### Signal wires on met1

Scale: 3 px per um.
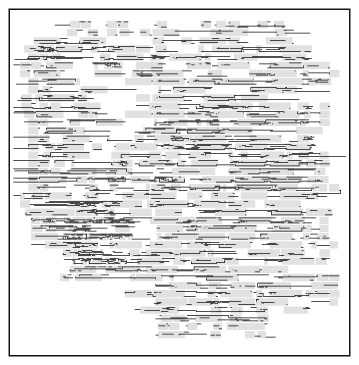
### Signal wires on met2

Scale: 4 px per um.
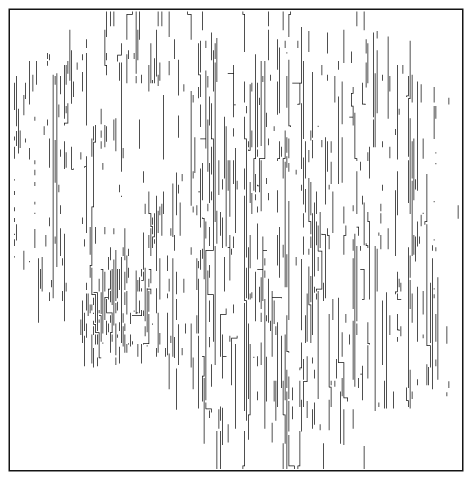
### M3 wires

Scale: 2 px per um.
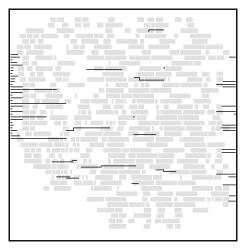
==> src/rtl/simple_io_if.sv <==
// simple_io_if: request/response and external channel signals of simple_io_unit
interface simple_io_if;
  logic        io_in_req;
  logic        io_out_req;
  logic [15:0] out_wdata;
  logic [15:0] in_rdata;
  logic        io_busy;
  logic        io_done;
  logic        in_timeout;
  logic [15:0] ext_in_data;
  logic        ext_in_valid;
  logic        ext_in_ready;
  logic [15:0] ext_out_data;
  logic        ext_out_valid;
  logic        ext_out_ready;
  modport master (
    output io_in_req, io_out_req, out_wdata, ext_in_data, ext_in_valid, ext_out_ready,
    input  in_rdata, io_busy, io_done, in_timeout, ext_in_ready, ext_out_data, ext_out_valid
  );
  modport slave (
    input  io_in_req, io_out_req, out_wdata, ext_in_data, ext_in_valid, ext_out_ready,
    output in_rdata, io_busy, io_done, in_timeout, ext_in_ready, ext_out_data, ext_out_valid
  );
endinterface

==> src/rtl/simple_io_unit.sv <==
// simple_io_unit: IN/OUT sequencer with an output FIFO and an IN timeout
module simple_io_unit #(
  parameter int OUT_DEPTH  = 4,
  parameter int IN_TIMEOUT = 1024
) (
  input logic       clk,
  input logic       rst,
  simple_io_if.slave io
);
  localparam int AW = $clog2(OUT_DEPTH);
  localparam int TW = IN_TIMEOUT > 1 ? $clog2(IN_TIMEOUT) : 1;
  localparam logic [TW-1:0] TMO_LAST = TW'(IN_TIMEOUT > 0 ? IN_TIMEOUT - 1 : 0);
  localparam logic [AW:0] FULL = (AW+1)'(OUT_DEPTH);
  typedef enum logic [1:0] {IDLE, IN_WAIT, OUT_WAIT} state_t;
  state_t        state_q, state_d;
  logic [AW-1:0] wp_q, wp_d, rp_q, rp_d;
  logic [AW:0]   cnt_q, cnt_d;
  logic [TW-1:0] tmo_q, tmo_d;
  logic [15:0]   pend_q, pend_d, rdata_q, rdata_d, push_data;
  logic          done_q, done_d, to_q, to_d, push, pop, full, valid;
  logic [15:0]   mem_q [OUT_DEPTH];
  assign full  = cnt_q == FULL;
  assign valid = cnt_q != '0;
  assign pop   = valid && io.ext_out_ready;
  // Push decisions look only at the registered count, so a same-cycle pop never makes room
  always_comb begin
    state_d   = state_q;
    pend_d    = pend_q;
    rdata_d   = rdata_q;
    to_d      = to_q;
    tmo_d     = tmo_q;
    done_d    = 1'b0;
    push      = 1'b0;
    push_data = io.out_wdata;
    case (state_q)
      IDLE: begin
        if (io.io_out_req) begin
          if (!full) begin
            push   = 1'b1;
            done_d = 1'b1;
          end else begin
            pend_d  = io.out_wdata;
            state_d = OUT_WAIT;
          end
        end else if (io.io_in_req) begin
          tmo_d   = '0;
          state_d = IN_WAIT;
        end
      end
      OUT_WAIT: begin
        if (!full) begin
          push      = 1'b1;
          push_data = pend_q;
          done_d    = 1'b1;
          state_d   = IDLE;
        end
      end
      IN_WAIT: begin
        if (io.ext_in_valid) begin
          rdata_d = io.ext_in_data;
          to_d    = 1'b0;
          done_d  = 1'b1;
          state_d = IDLE;
        end else if (IN_TIMEOUT != 0 && tmo_q == TMO_LAST) begin
          rdata_d = '0;
          to_d    = 1'b1;
          done_d  = 1'b1;
          state_d = IDLE;
        end else begin
          tmo_d = tmo_q + TW'(1);
        end
      end
      default: state_d = IDLE;
    endcase
    wp_d  = wp_q + AW'(push);
    rp_d  = rp_q + AW'(pop);
    cnt_d = cnt_q + (AW+1)'(push) - (AW+1)'(pop);
  end
  always_ff @(posedge clk or negedge rst) begin
    if (!rst) begin
      state_q <= IDLE;
      wp_q    <= '0;
      rp_q    <= '0;
      cnt_q   <= '0;
      tmo_q   <= '0;
      pend_q  <= '0;
      rdata_q <= '0;
      done_q  <= 1'b0;
      to_q    <= 1'b0;
    end else begin
      state_q <= state_d;
      wp_q    <= wp_d;
      rp_q    <= rp_d;
      cnt_q   <= cnt_d;
      tmo_q   <= tmo_d;
      pend_q  <= pend_d;
      rdata_q <= rdata_d;
      done_q  <= done_d;
      to_q    <= to_d;
    end
  end
  always_ff @(posedge clk) begin
    if (push) mem_q[wp_q] <= push_data;
  end
  assign io.in_rdata      = rdata_q;
  assign io.io_busy       = state_q != IDLE;
  assign io.io_done       = done_q;
  assign io.in_timeout    = to_q;
  assign io.ext_in_ready  = state_q == IN_WAIT;
  assign io.ext_out_valid = valid;
  assign io.ext_out_data  = valid ? mem_q[rp_q] : '0;
endmodule

==> src/flat_wrapper.sv <==
// flat-port wrapper written by rule: the top's interface ports become plain ports
module simple_io_unit_flat 
#(
  parameter int OUT_DEPTH  = 4,
  parameter int IN_TIMEOUT = 1024
)
  (clk, rst, io_io_in_req, io_io_out_req, io_out_wdata, io_ext_in_data, io_ext_in_valid, io_ext_out_ready, io_in_rdata, io_io_busy, io_io_done, io_in_timeout, io_ext_in_ready, io_ext_out_data, io_ext_out_valid);
  simple_io_if io_i ();
  input logic clk;
  input logic rst;
  input wire logic [$bits(io_i.io_in_req)-1:0] io_io_in_req;
  input wire logic [$bits(io_i.io_out_req)-1:0] io_io_out_req;
  input wire logic [$bits(io_i.out_wdata)-1:0] io_out_wdata;
  input wire logic [$bits(io_i.ext_in_data)-1:0] io_ext_in_data;
  input wire logic [$bits(io_i.ext_in_valid)-1:0] io_ext_in_valid;
  input wire logic [$bits(io_i.ext_out_ready)-1:0] io_ext_out_ready;
  output wire logic [$bits(io_i.in_rdata)-1:0] io_in_rdata;
  output wire logic [$bits(io_i.io_busy)-1:0] io_io_busy;
  output wire logic [$bits(io_i.io_done)-1:0] io_io_done;
  output wire logic [$bits(io_i.in_timeout)-1:0] io_in_timeout;
  output wire logic [$bits(io_i.ext_in_ready)-1:0] io_ext_in_ready;
  output wire logic [$bits(io_i.ext_out_data)-1:0] io_ext_out_data;
  output wire logic [$bits(io_i.ext_out_valid)-1:0] io_ext_out_valid;
  assign io_i.io_in_req = io_io_in_req;
  assign io_i.io_out_req = io_io_out_req;
  assign io_i.out_wdata = io_out_wdata;
  assign io_i.ext_in_data = io_ext_in_data;
  assign io_i.ext_in_valid = io_ext_in_valid;
  assign io_i.ext_out_ready = io_ext_out_ready;
  assign io_in_rdata = io_i.in_rdata;
  assign io_io_busy = io_i.io_busy;
  assign io_io_done = io_i.io_done;
  assign io_in_timeout = io_i.in_timeout;
  assign io_ext_in_ready = io_i.ext_in_ready;
  assign io_ext_out_data = io_i.ext_out_data;
  assign io_ext_out_valid = io_i.ext_out_valid;
  simple_io_unit #(.OUT_DEPTH(OUT_DEPTH), .IN_TIMEOUT(IN_TIMEOUT)) u_core (.clk(clk), .rst(rst), .io(io_i));
endmodule
==> config.mk <==
export PLATFORM = sky130hd
export DESIGN_NAME = simple_io_unit_flat
export DESIGN_NICKNAME = d
export VERILOG_FILES = /design/src/rtl/simple_io_if.sv /design/src/rtl/simple_io_unit.sv /design/src/flat_wrapper.sv
export SDC_FILE = /design/constraint.sdc
export NUM_CORES = 1
export LEC_CHECK = 0
export CORE_AREA = 3 3 110 112
export DETAILED_ROUTE_END_ITERATION = 12
export DIE_AREA = 0 0 113 115
export GPL_ROUTABILITY_DRIVEN = 0
export GPL_TIMING_DRIVEN = 0
export MAX_ROUTING_LAYER = met4
export PLACE_DENSITY = 0.66
export SYNTH_ARGS = -nofsm -noshare
export SYNTH_HDL_FRONTEND = slang
export SYNTH_SLANG_ARGS = --single-unit
==> constraint.sdc <==
create_clock -name clk -period 3.4 [get_ports clk]
set_clock_uncertainty 0.05 [all_clocks]
set_input_delay 0.68 -clock clk [delete_from_list [all_inputs] [get_ports clk]]
set_output_delay 0.68 -clock clk [all_outputs]
set_load 0.05 [all_outputs]
==> impl_metrics.py <==
# Metrics from the implementation run
metrics = {
    "outcome": {
        "status": "finished clean",
    },
    "timing": {
        "drv_slew": 0,
        "hold_violations": 0,
        "finalCritPeriodShare_pct": 92.7,
        "fin_tns_setup_ps": 0,
        "maxSlewHeadroom_pct": 42.9,
        "max_freq_mhz": 317,
    },
    "cells_and_area": {
        "area_delta_synth_final_pct": 30.8,
        "fillers": 926,
        "drive_gt1_share_pct": 21.8,
        "final_cells": 556,
        "fin_util_pct": 57.7,
        "lay_top_cells": "64 x edfxtp_1, 63 x clkdlybuf4s50_1, 53 x dfrtp_1",
        "flop_area_um2": 3250,
        "final_area_um2": 6540,
    },
    "power": {
        "powerDensity_nw_per_um2": 991,
        "ir_drop_mv": 0.586,
        "p_clk_share_pct": 24.6,
        "pwr-share-comb_pct": 42.4,
        "switching_power_uw": 2460,
        "p_seq_share_pct": 33.0,
        "p_int_uw": 4010,
    },
    "clocking": {
        "htree_levels": 4,
        "cts-root-buf": "clkbuf_16",
        "cts_buffer_depth": 2,
        "cts_hold_buf": 0,
        "numCtsBuffers": 17,
        "cts_tree": "built",
        "clk_pin_slew_ps": 50,
    },
    "detailed_routing": {
        "drt-initial-drc-count": 153,
        "final_antenna_net_count": 0,
        "vias_per_cell": 5.26,
    },
    "synth": {
        "synth_flops": 117,
        "yosys_warnings": 0,
        "syn-instance-count": 303,
        "postSynthSeqShare_pct": 65.0,
        "fp_nets": 347,
        "synth_cell_types": 57,
        "ys_cells": 303,
        "yosys_area_um2": 5000,
    },
    "place": {
        "dpl_cell_area_um2": 5990,
        "io_buffers": 74,
        "dp_slack_ps": -167,
        "placedCellCount": 524,
        "dp_hpwl_mm": 6.67,
    },
    "job": {
        "tool_warnings": 26,
        "cap_violations": 0,
    },
    "floorplan": {
        "core.rowCount": 39,
        "die_area_um2": 13000,
        "die.size.y_um": 115,
        "fp_util_pct": 44.1,
        "num_io_pins": 75,
        "die_w_um": 113,
    },
    "worst_setup_path": {
        "path_cells": "nor3_4 -> clkbuf_2 -> inv_1 -> clkdlybuf4s50_1",
        "cp_data_required_time_ps": 2670,
        "endpoint": "io_ext_out_valid",
        "critical_path_depth": 4,
        "crit_type": "register to output pin",
        "critPathTopFamily": "buffers and inverters",
        "end_kind": "output pin",
        "r2r_cells": 4,
        "cp_data_arrival_time_ps": 2420,
        "crit_fanout": 10,
    },
    "global_route": {
        "grt_pass1_vias": 3108,
        "grt_max_degree": 34,
        "grt_usage_pct": 16.6,
        "grt_antenna_before_repair": 0,
        "grt_pass1_wl_mm": 16.0,
        "overflow": 0,
    },
    "worst_hold_path": {
        "hold_class": "primary input to asynchronous set/reset pin",
    },
}
-- 'Signal wires on met1' (at the start) --
longest straight run	34.0 um
nets with wire on the layer	402
main direction	horizontal
share of all routed wire	45%
via count: 2927
Final Routed Wirelength: 9.69 mm
met1 Resource Use GR: 21.0%

-- 'Signal wires on met2' (at the start) --
main direction	vertical
longest straight run	55.8 um
routing usage on met2: 26.7%

-- 'M3 wires' (at the start) --
share of all routed wire	4.3%
wire length on this layer	416 um
routing usage on met3: 5.21%

==> synthesized netlist by cell type (2+ instances only) <==
cell,number
nand3_1,5
a21oi_1,4
o41ai_1,2
nor2_1,9
a31oi_1,4
nor3b_1,2
nor3_1,5
buf_2,4
xor2_1,2
inv_1,9
buf_6,2
dfrtp_1,53
buf_4,3
a22o_1,16
nor3b_4,2
nor2b_1,18
xnor2_1,3
ha_1,5
and3_1,2
inv_4,2
nand2_1,7
mux2_2,12
mux4_2,16
mux2_1,20
edfxtp_1,64
==> metrics by stage <==
step | total power (uW) | hold slack, ps
after floorplan | 4070 | 334
after global placement | 4890 | 420
after detailed placement | 4990 | 431
after CTS | 6570 | 213
after global routing | 6810 | 231
final | 6470 | 202
==> worst reg2reg max path: cells and delay by family (launching register included) <==
kind / cells / cell delay, ps
buf+inv: 1 / 150
flops: 1 / 430
simple gates: 3 / 1400
==> repair_timing <==
| action | CTS | global route |
|---|---|---|
| endpoints found under the setup margin | 17 | 1 |
| resized | 13 | 2 |
| pin swaps | 0 | 0 |
| endpoints found under the hold margin | 0 | 0 |
==> worst min-delay path by stage <==
stage                                       start                             to  depth (start not counted)
floorplan                                     rst      u_core.cnt_q[0]$_DFF_PN0_                          0
global placement    u_core.pend_q[11]$_DFFE_PN0P_  u_core.pend_q[11]$_DFFE_PN0P_                          1
detailed placement  u_core.pend_q[10]$_DFFE_PN0P_  u_core.pend_q[10]$_DFFE_PN0P_                          1
CTS                                           rst    u_core.tmo_q[9]$_DFFE_PN0P_                          1
global route                                  rst    u_core.tmo_q[9]$_DFFE_PN0P_                          1
finish                                        rst    u_core.tmo_q[9]$_DFFE_PN0P_                          1
==> per-layer routing <==
| layer | part of all wire [%] | vias up | GRT usage, % |
|---|---|---|---|
| met4 | 0.50 | 0 | 3.85 |
| met2 | 50 | 77 | 26.7 |
| met3 | 4.3 | 7 | 5.21 |
| met5 | 0 | - | - |
| li1 | - | 1363 | - |
| met1 | 45 | 1480 | 21.0 |
==> area by class of cell <==
cell class | instances | area share, %
plain buffers | 11 | 1.15
clock buffers | 29 | 8.12
clock inverters | 3 | 0.230
inverters | 11 | 0.708
multi-input cells | 164 | 25.3
flip-flops and latches | 117 | 49.7
well taps | 143 | 2.74
repair buffers | 78 | 12.1
==> state kept, by name, summed over array words and instances (netlist names) <==
register and cells:
u_core.rp_q 2, u_core.io.in_timeout 1, u_core.pend_q 16, u_core.state_q 2, u_core.tmo_q 10, u_core.wp_q 2, u_core.mem_q 64, u_core.io.io_done 1
u_core.io.in_rdata 16, u_core.cnt_q 3
==> power by group through the flow <==
| stage | logic (uW) | clock network, uW | registers [uW] |
|---|---|---|---|
| 6_report | 2740 | 1600 | 2140 |
| 5_1_grt | 2920 | 1710 | 2180 |
| 4_1_cts | 2790 | 1630 | 2140 |
| 3_5_place_dp | 2850 | 0 | 2140 |
| 3_3_place_gp | 2770 | 0 | 2130 |
| 2_1_floorplan | 1620 | 0 | 2460 |
==> cells by family after synthesis <==
group / share of synthesized area, %
buffers and inverters: 2.38
and+or+nand+nor: 9.14
muxes: 14.6
DFF: 65.0
adders and majority gates: 1.65
xor gates and xnor gates: 0.877
AOI/OAI and AO/OA: 6.31
Power is estimated from default activity; no workload was simulated.
